==> config.mk <==
export PLATFORM = sky130hd
export DESIGN_NAME = countdown_ctrl
export DESIGN_NICKNAME = d
export VERILOG_FILES = /design/src/rtl/countdown_ctrl.sv
export SDC_FILE = /design/constraint.sdc
export NUM_CORES = 1
export LEC_CHECK = 0
export CAP_MARGIN = 20
export CORE_ASPECT_RATIO = 0.75
export CORE_MARGIN = 5
export CORE_UTILIZATION = 25
export CTS_CLUSTER_SIZE = 20
export DETAILED_ROUTE_END_ITERATION = 8
export SLEW_MARGIN = 20
export SYNTH_ARGS = -nofsm -noshare
export SYNTH_HDL_FRONTEND = slang
export SYNTH_SLANG_ARGS = --single-unit
==> constraint.sdc <==
create_clock -name clk -period 2.45 [get_ports clk]
set_clock_uncertainty 0.2 [all_clocks]
set_input_delay 0.6125 -clock clk [delete_from_list [all_inputs] [get_ports clk]]
set_output_delay 0.6125 -clock clk [all_outputs]
set_load 0.05 [all_outputs]
==> src/rtl/countdown_ctrl.sv <==
// Two-digit BCD countdown timer driven by keypad pulses.
// Digits are entered in ENTRY, latched into a preset on confirm, then counted down once per TICK_DIV cycles.
module countdown_ctrl #(
    parameter int unsigned TICK_DIV = 1000000
) (
    input  logic       clk,
    input  logic       rst,
    input  logic       keydown_num,
    input  logic [3:0] num,
    input  logic       keydown_clear,
    input  logic       keydown_confirm,
    input  logic       keydown_start,
    output logic [3:0] digit_hi,
    output logic [3:0] digit_lo,
    output logic       running,
    output logic       expired
);

    localparam int unsigned PW = $clog2(TICK_DIV);
    localparam logic [PW-1:0] PRESC_LAST = PW'(TICK_DIV - 1);

    typedef enum logic [2:0] {StEntry, StArmed, StRun, StPause, StDone} state_e;

    state_e        state_q, state_d;
    logic [3:0]    hi_q, hi_d, lo_q, lo_d;
    logic [3:0]    pre_hi_q, pre_hi_d, pre_lo_q, pre_lo_d;
    logic [PW-1:0] presc_q, presc_d;
    logic          running_q, expired_q;
    logic          tick, done_now;
    logic [3:0]    dec_hi, dec_lo;

    always_comb begin
        state_d  = state_q;
        hi_d     = hi_q;
        lo_d     = lo_q;
        pre_hi_d = pre_hi_q;
        pre_lo_d = pre_lo_q;
        presc_d  = presc_q;
        tick     = (state_q == StRun) && (presc_q == PRESC_LAST);
        dec_lo   = (lo_q == 4'd0) ? 4'd9 : lo_q - 4'd1;
        dec_hi   = (lo_q == 4'd0) ? hi_q - 4'd1 : hi_q;
        done_now = tick && (dec_hi == 4'd0) && (dec_lo == 4'd0);

        if (keydown_clear) begin
            state_d  = StEntry;
            hi_d     = 4'd0;
            lo_d     = 4'd0;
            pre_hi_d = 4'd0;
            pre_lo_d = 4'd0;
            presc_d  = '0;
        end else begin
            // The RUN count advances regardless of which key arrives this cycle.
            if (state_q == StRun) begin
                presc_d = tick ? '0 : presc_q + PW'(1);
                if (tick) begin
                    hi_d = dec_hi;
                    lo_d = dec_lo;
                end
            end

            if (done_now) begin
                state_d = StDone;
            end else if (keydown_confirm) begin
                if (state_q == StEntry && (hi_q != 4'd0 || lo_q != 4'd0)) begin
                    pre_hi_d = hi_q;
                    pre_lo_d = lo_q;
                    state_d  = StArmed;
                end
            end else if (keydown_start) begin
                case (state_q)
                    StArmed: begin
                        state_d = StRun;
                        presc_d = '0;
                    end
                    StRun:   state_d = StPause;
                    StPause: state_d = StRun;
                    StDone: begin
                        hi_d    = pre_hi_q;
                        lo_d    = pre_lo_q;
                        state_d = StArmed;
                    end
                    default: ;
                endcase
            end else if (keydown_num && state_q == StEntry && num <= 4'd9) begin
                hi_d = lo_q;
                lo_d = num;
            end
        end
    end

    always_ff @(posedge clk or posedge rst) begin
        if (rst) begin
            state_q   <= StEntry;
            hi_q      <= 4'd0;
            lo_q      <= 4'd0;
            pre_hi_q  <= 4'd0;
            pre_lo_q  <= 4'd0;
            presc_q   <= '0;
            running_q <= 1'b0;
            expired_q <= 1'b0;
        end else begin
            state_q   <= state_d;
            hi_q      <= hi_d;
            lo_q      <= lo_d;
            pre_hi_q  <= pre_hi_d;
            pre_lo_q  <= pre_lo_d;
            presc_q   <= presc_d;
            running_q <= (state_d == StRun);
            expired_q <= (state_d == StDone);
        end
    end

    assign digit_hi = hi_q;
    assign digit_lo = lo_q;
    assign running  = running_q;
    assign expired  = expired_q;

endmodule

==> results.json <==
{
  "chipArea_um2": 12100,
  "start_kind": "flop",
  "p_sw_mw": 0.419,
  "dr_total_vias": 2268,
  "mi_logic_area_um2": 1450,
  "total_power_mw": 1.67,
  "final_util_pct": 34.3,
  "sh_comb_area_pct": 43.5,
  "pg_seq_mw": 0.691,
  "grtUsageTotal_pct": 11.5,
  "tool_warnings": 30,
  "synth_top_cell_by_count": "nor2_1",
  "worst_pin_slew_ns": 0.553,
  "path_cells": "or4_4, nor4_4, nor3b_4, mux2i_2, a211oi_1, a211o_1",
  "cts_setup_buffers": 1,
  "clock_path_buffers": 2,
  "top_cell_area_share_pct": 41.2,
  "final-seq-area_um2": 1030,
  "critPathRequiredTime_ns": 2.43,
  "place_inst": 455,
  "logic_gates": 222,
  "grt_max_degree": 42,
  "violations": "negative setup slack",
  "postRouteAntennaNets": 0,
  "clk_share_pct": 5.16,
  "hold-worst-slack_ns": 0.320,
  "dr.max_layer_used": "met4",
  "wl_per_cell_um": 14.7,
  "comb_power_share_pct": 12.3,
  "crit_family": "simple AND/OR/NAND/NOR gates",
  "pin_count": 20,
  "nClkBuffers": 5,
  "critPathBufInv": 0,
  "setup_ws_ns": -0.0390,
  "wl_met3_um": 419,
  "finalSetupViolations": 1,
  "synth_stat.cells": 282,
  "ys_area_um2": 2490,
  "status": "finished with violations",
  "drt-pass1-iter-count": 4,
  "cp-end-kind": "flop",
  "grt_pass1_wl_mm": 11.0,
  "crit_cells": 6,
  "pre_cts_ws_ns": -0.105,
  "p_int_mw": 1.25,
  "hpwl_mm": 5.02,
  "numSynthFlops": 41,
  "ys_top_cells_by_count": "54 x nor2_1, 41 x dfrtp_1, 27 x nand2_1",
  "fmax_ghz": 0.402,
  "top_logic_kind": "simple AND/OR/NAND/NOR gates",
  "dieHeight_um": 96.4,
  "r2r_end": "digit_lo[1]",
  "critPathMaxFanout": 2,
  "reg2reg_depth": 6,
  "synth.cellmix.simpleShare_pct": 29.4,
  "switching_share_pct": 25.1,
  "syn_area_um2": 2490,
  "slowest_delay_ns": 0.56,
  "io_buffers": 19,
  "grt_overflow": 0,
  "regMostFlops": "presc_q",
  "power.leakage_nw": 1.39,
  "hold_end": "digit_lo[1]",
  "power_leader": "clock",
  "ys_seq_share_pct": 41.2,
  "drv_slew": 0,
  "rsz0062_at_grt": "yes",
  "antenna_found_initial": 0,
  "clk-power_mw": 0.772,
  "worstSetupPathType": "reg2reg"
}
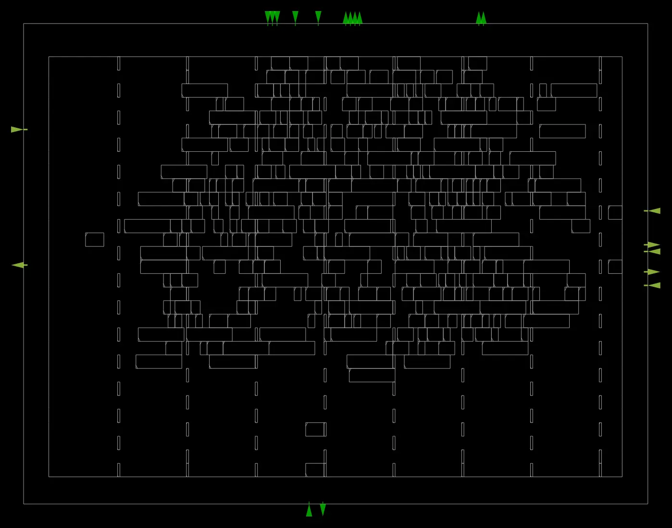
Fig. 1. Placed standard cells.
fill cell count: 1010
tap cells: 132
FP Rows: 31
Std-Cell Core Area: 9700 um^2
flop share of the area: 30.9%

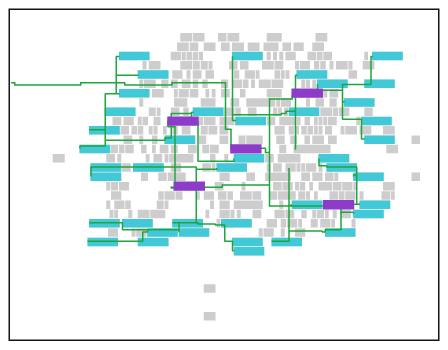
Fig. 2. Routed clock nets over the placement.
[flip-flops] cyan | count: 41
[clock wires] green | length: 641 um
[clock drivers] purple | count: 5
routed clock nets: 6

